**Routed clock nets over the placement**

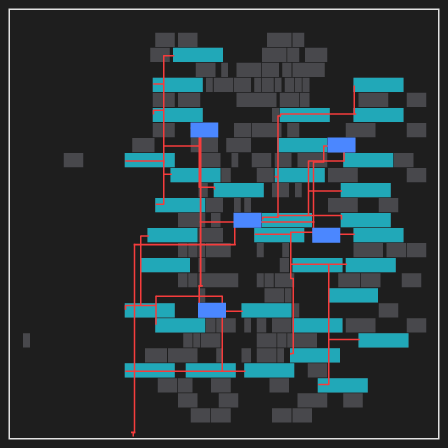
**Cell placement**

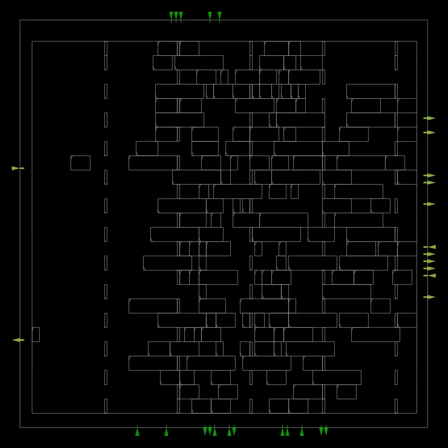
**Cells by drive strength**

Scale bar: 20 microns.
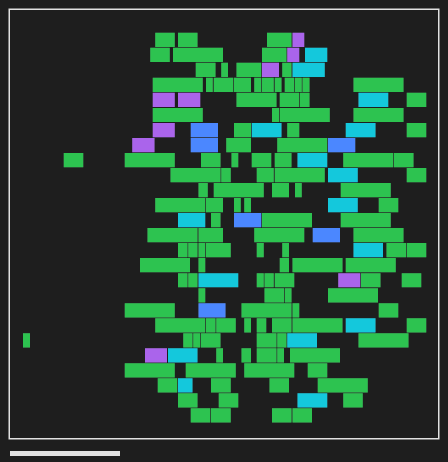
**Wire density map**

The die is cut into 15 by 15 equal tiles; dark blue is low, red is high, scaled to the fullest tile. Values are wire area over tile area, all layers added.
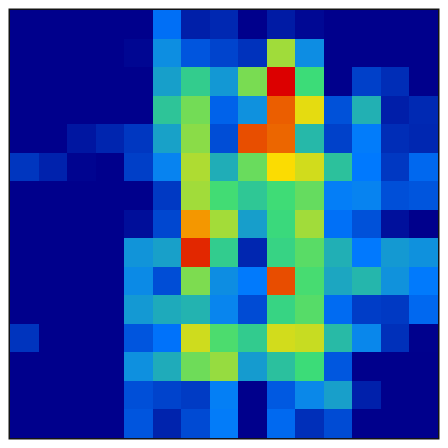
$ cat src/rtl/tt_b14_arith_pkg.sv
// Shared arithmetic-tile definitions: divider FSM states and default operand widths
// used by both the multiplier wrapper and the sequential divider.
package tt_b14_arith_pkg;

  typedef enum logic [0:0] {
    IDLE = 1'b0,
    RUN  = 1'b1
  } div_state_e;

  localparam int DIVIDEND_W_DEF = 8;
  localparam int DIVISOR_W_DEF  = 4;

endpackage

$ cat src/rtl/tt_b14_seq_divider_div_step.sv
// One combinational restoring-division step: shift in a dividend bit, subtract
// the divisor if it fits, and report the resulting quotient bit.
module div_step #(
  parameter int DIVISOR_W = 4
) (
  input  logic [DIVISOR_W-1:0] prem_i,
  input  logic                 bit_i,
  input  logic [DIVISOR_W-1:0] divisor_i,
  output logic [DIVISOR_W-1:0] prem_o,
  output logic                 qbit_o
);

  logic [DIVISOR_W:0]   t;
  logic [DIVISOR_W-1:0] diff;

  assign t = {prem_i, bit_i};
  // t < 2*divisor whenever it fits, so the difference always fits in DIVISOR_W bits
  assign diff = t[DIVISOR_W-1:0] - divisor_i;

  always_comb begin
    prem_o = t[DIVISOR_W-1:0];
    qbit_o = 1'b0;
    if (t >= {1'b0, divisor_i}) begin
      prem_o = diff;
      qbit_o = 1'b1;
    end
  end

endmodule

$ cat src/rtl/tt_b14_seq_divider.sv
// Sequential restoring divider, one quotient bit per clock, start/busy/done handshake.
// Define DIVIDER_DIV0_DETECT_EN to short-circuit zero divisors and raise div0.
module tt_b14_seq_divider
  import tt_b14_arith_pkg::*;
#(
  parameter int DIVIDEND_W = DIVIDEND_W_DEF,
  parameter int DIVISOR_W  = DIVISOR_W_DEF
) (
  input  logic                  clk,
  input  logic                  rst_n,
  input  logic                  start,
  input  logic [DIVIDEND_W-1:0] dividend,
  input  logic [DIVISOR_W-1:0]  divisor,
  output logic                  busy,
  output logic                  done,
  output logic [DIVIDEND_W-1:0] quotient,
  output logic [DIVISOR_W-1:0]  remainder,
  output logic                  div0
);

  localparam int CNT_W = (DIVIDEND_W > 1) ? $clog2(DIVIDEND_W) : 1;

  div_state_e            state_q, state_d;
  logic [DIVIDEND_W-1:0] shreg_q, shreg_d;
  logic [DIVISOR_W-1:0]  dvsr_q, dvsr_d;
  logic [DIVISOR_W-1:0]  prem_q, prem_d;
  logic [CNT_W-1:0]      cnt_q, cnt_d;
  logic [DIVIDEND_W-1:0] quot_q, quot_d;
  logic [DIVISOR_W-1:0]  rem_q, rem_d;
  logic                  done_q, done_d;
  logic [DIVISOR_W-1:0]  step_prem;
  logic                  step_qbit;

  div_step #(.DIVISOR_W(DIVISOR_W)) u_step (
    .prem_i    (prem_q),
    .bit_i     (shreg_q[DIVIDEND_W-1]),
    .divisor_i (dvsr_q),
    .prem_o    (step_prem),
    .qbit_o    (step_qbit)
  );

`ifdef DIVIDER_DIV0_DETECT_EN
  logic div0_q, div0_d;
`endif

  always_comb begin
    state_d = state_q;
    shreg_d = shreg_q;
    dvsr_d  = dvsr_q;
    prem_d  = prem_q;
    cnt_d   = cnt_q;
    quot_d  = quot_q;
    rem_d   = rem_q;
    done_d  = 1'b0;
`ifdef DIVIDER_DIV0_DETECT_EN
    div0_d  = div0_q;
`endif
    case (state_q)
      IDLE: begin
        if (start) begin
`ifdef DIVIDER_DIV0_DETECT_EN
          if (divisor == '0) begin
            quot_d = '1;
            rem_d  = dividend[DIVISOR_W-1:0];
            div0_d = 1'b1;
            done_d = 1'b1;
          end else
`endif
          begin
            shreg_d = dividend;
            dvsr_d  = divisor;
            prem_d  = '0;
            cnt_d   = CNT_W'(DIVIDEND_W - 1);
            state_d = RUN;
          end
        end
      end
      RUN: begin
        // The shift register drains dividend bits from the top and fills with quotient bits
        prem_d  = step_prem;
        shreg_d = {shreg_q[DIVIDEND_W-2:0], step_qbit};
        cnt_d   = cnt_q - 1'b1;
        if (cnt_q == '0) begin
          quot_d  = {shreg_q[DIVIDEND_W-2:0], step_qbit};
          rem_d   = step_prem;
          done_d  = 1'b1;
          state_d = IDLE;
`ifdef DIVIDER_DIV0_DETECT_EN
          div0_d  = 1'b0;
`endif
        end
      end
      default: state_d = IDLE;
    endcase
  end

  always_ff @(posedge clk or negedge rst_n) begin
    if (!rst_n) begin
      state_q <= IDLE;
      shreg_q <= '0;
      dvsr_q  <= '0;
      prem_q  <= '0;
      cnt_q   <= '0;
      quot_q  <= '0;
      rem_q   <= '0;
      done_q  <= 1'b0;
    end else begin
      state_q <= state_d;
      shreg_q <= shreg_d;
      dvsr_q  <= dvsr_d;
      prem_q  <= prem_d;
      cnt_q   <= cnt_d;
      quot_q  <= quot_d;
      rem_q   <= rem_d;
      done_q  <= done_d;
    end
  end

`ifdef DIVIDER_DIV0_DETECT_EN
  always_ff @(posedge clk or negedge rst_n) begin
    if (!rst_n) div0_q <= 1'b0;
    else        div0_q <= div0_d;
  end
  assign div0 = div0_q;
`else
  assign div0 = 1'b0;
`endif

  assign busy      = (state_q == RUN);
  assign done      = done_q;
  assign quotient  = quot_q;
  assign remainder = rem_q;

endmodule
$ cat config.mk
export PLATFORM = sky130hd
export DESIGN_NAME = tt_b14_seq_divider
export DESIGN_NICKNAME = d
export VERILOG_FILES = /design/src/rtl/tt_b14_arith_pkg.sv /design/src/rtl/tt_b14_seq_divider_div_step.sv /design/src/rtl/tt_b14_seq_divider.sv
export SDC_FILE = /design/constraint.sdc
export NUM_CORES = 1
export LEC_CHECK = 0
export ABC_AREA = 0
export CAP_MARGIN = 5
export CORE_MARGIN = 2
export CORE_UTILIZATION = 30
export CTS_BUF_LIST = sky130_fd_sc_hd__clkbuf_8
export DETAILED_ROUTE_END_ITERATION = 8
export PLACE_DENSITY = 0.59
export SKIP_LAST_GASP = 1
export SYNTH_ARGS = -nofsm -noshare
export SYNTH_HDL_FRONTEND = slang
export SYNTH_HIERARCHICAL = 1
export SYNTH_SLANG_ARGS = --single-unit
$ cat constraint.sdc
create_clock -name clk -period 4.51 [get_ports clk]
set_clock_uncertainty 0.05 [all_clocks]
set_input_delay 0.451 -clock clk [delete_from_list [all_inputs] [get_ports clk]]
set_output_delay 0.451 -clock clk [all_outputs]
set_load 0.01 [all_outputs]
==> out/notes.md <==
The run gives 12.7 microns for the average wire per cell in the routed design. The worst pin sits at a relative slew slack of 38.2%. Broken down by cell family, the worst path's largest delay share belongs to flip-flops.

The flow ran to the end, and the final reports show no timing, DRC or antenna violations. Placer congestion estimate: 0.769. With the critical path's largest stage delay at 0.95 ns, the count of nets left with antenna violations after detail routing is 0.

The number of antenna repair diodes came out at 0. Looking at the max-slew report, the worst-margin pin has a slew of 0.926 ns. The logs give 2.09 ns for the worst setup margin and 2030 sq um for the area of all placed cells without fillers.

Per the synthesis report, the single largest cell type by area occupies 51.0% of cell area. The share of flip-flops with an asynchronous set or reset after synthesis was 100%; the total global routing track utilization was 10.8%. The cell count after synthesis came out at 128. In this run the standard cell core region covers 5170 sq um. For this design, the sink count on the clock tree is 33.

The H-tree was split into 2 levels. The critical path in this run is classified as reg -> out. For this run, the detailed router reports a per-instance via density of 4.46. The tools report the initial antenna violation count as 0. Per the OpenROAD floorplan log, the area of the die is 6000 sq um. The run gives 28 for the count of port buffers added during placement. TritonCTS built the clock tree. By area the synthesized netlist is led by sky130_fd_sc_hd__dfrtp_1, sky130_fd_sc_hd__mux2_4, sky130_fd_sc_hd__mux2i_1. For this run, design rule violations remaining after detail routing come to 0.

The synth_stat.txt file lists the number of cells as 128. The cell depth of the worst hold path came out at 1. Wires add up to 2.90 mm.

The run gives 0.421 ns as the smallest hold slack. The startpoint class of the critical path was a flop. Per the OpenROAD floorplan log, the height of the die is 77.5 microns. The die is 77.5 microns wide. Total power for the finished layout comes to 1650 uW. With the number of warnings the tools reported at 27, the post-detailed-placement cell area is 1950 sq um. Setup repair after global routing left no endpoint under its margin. The worst setup path is captured at an output pin. The worst hold path belongs to the class reg -> reg. Dividing total power by cell area gives a power density of 813 nW/um^2. The net count reported at finish came out at 180. For this run, the final setup violation count is recorded as 0. Post-CTS repair ended up resizing 0 cells.

The data arrival time reported for the critical path is 1.92 ns. Listed in order, past its start point the critical path passes clkdlybuf4s50_1. The number of violations reported at the end of detailed-routing iteration 0 was 94; the clock tree buffer depth was 2. The floorplan report gives the top-level pin count as 30. The number of maximum-capacitance violations recorded for the run is 0.
## Picture notes: 'routed clock nets over the placement'
[blue] clock-net drivers | count: 5
[cyan] flip-flops | count: 33
[red] clock wires | length: 434 microns
routed clock nets	6

## Picture notes: 'cell placement'
sequential cells: 33
number of core rows: 26
sequential fraction of total cell area: 40.6%
tap cells: 70
Post-Route Utilization: 39.3%

## Picture notes: 'cells by drive strength'
colour	size	cells	most used
green	x1 and smaller	127	dfrtp_1
blue	x6 and larger	6	clkbuf_8
cyan	x3 and x4	16	mux2_4
purple	x2	9	mux2_2

## Picture notes: 'wire density map'
tiles over half the peak	15%
fullest tile	0.35
emptiest ninth of the die	upper left
densest ninth of the die	centre
nearly empty tiles	37%

## cells in the final DEF, fill, tap and decap left out, types with 2 or more instances in the layout
cell type,count
sky130_fd_sc_hd__a21oi_1,4
sky130_fd_sc_hd__a22o_1,4
sky130_fd_sc_hd__clkbuf_8,6
sky130_fd_sc_hd__clkdlybuf4s50_1,28
sky130_fd_sc_hd__dfrtp_1,33
sky130_fd_sc_hd__ha_1,6
sky130_fd_sc_hd__inv_1,10
sky130_fd_sc_hd__mux2_2,6
sky130_fd_sc_hd__mux2_4,11
sky130_fd_sc_hd__mux2i_1,10
sky130_fd_sc_hd__nand2_1,8
sky130_fd_sc_hd__nor2_1,5
sky130_fd_sc_hd__nor3_1,5
sky130_fd_sc_hd__o21ai_0,8
sky130_fd_sc_hd__xnor2_1,2
## logic make-up (layout without fill, tap and decap cells)
| kind of cell | after synthesis | after routing | synth area share (%) |
|---|---|---|---|
| DFF | 33 | 33 | 51.0 |
| adders and majority gates | 7 | 7 | 5.87 |
| AOI/OAI and AO/OA | 18 | 18 | 7.41 |
| other | 1 | 1 | 0.231 |
| muxes | 27 | 27 | 20.5 |
| buffers and inverters | 15 | 45 | 5.02 |
| and+or+nand+nor | 25 | 25 | 8.88 |
| xor gates and xnor gates | 2 | 2 | 1.08 |
## cell type report
| class | instances | area, sq um | area share (%) |
|---|---|---|---|
| flip-flops and latches | 33 | 826 | 40.6 |
| multi-input cells | 80 | 713 | 35.1 |
| repair buffers | 29 | 288 | 14.1 |
| well taps | 70 | 87.6 | 4.31 |
| clock buffers | 6 | 82.6 | 4.06 |
| inverters | 9 | 33.8 | 1.66 |
| clock inverters | 1 | 3.75 | 0.185 |
## worst paths after layout
kind,from,endpoint,slack (ns)
min in group asynchronous,rst_n,quotient[4]$_DFFE_PN0P_,0.52
hold reg to reg,cnt_q[0]$_DFFE_PN0P_,cnt_q[0]$_DFFE_PN0P_,0.42
hold / removal,cnt_q[0]$_DFFE_PN0P_,cnt_q[0]$_DFFE_PN0P_,0.42
max in group asynchronous,rst_n,prem_q[1]$_DFFE_PN0P_,3.60
setup / recovery,busy$_DFF_PN0_,busy,2.09
setup reg to reg,busy$_DFF_PN0_,quotient[1]$_DFFE_PN0P_,2.48
## power by group
group / leakage (uW) / switching (uW) / total, uW / internal, uW
sequential: 0.000388 / 137 / 592 / 455
clock: 0.0000485 / 97.6 / 216 / 119
combinational: 0.000510 / 363 / 846 / 482
total: 0.000946 / 598 / 1650 / 1060
## worst reg2reg max path: stages (launching register included)
cell,delay [ns]
sky130_fd_sc_hd__dfrtp_1,0.95
sky130_fd_sc_hd__nand3b_4,0.36
sky130_fd_sc_hd__inv_1,0.22
sky130_fd_sc_hd__mux2_2,0.34
## layer usage
layer	up-vias	routed length (microns)	track usage, %
li1	491	-	-
met1	499	1280	12.8
met2	21	1460	18.0
met3	5	96	2.33
met4	0	62	6.43
met5	-	0	0
## flip-flops by register name, summed over array words and instances (netlist names)
register and flops:
prem_q 4, busy 1, shreg_q 8, done 1, dvsr_q 4, remainder 4
quotient 8, cnt_q 3
Power and IR drop assume default switching activity.
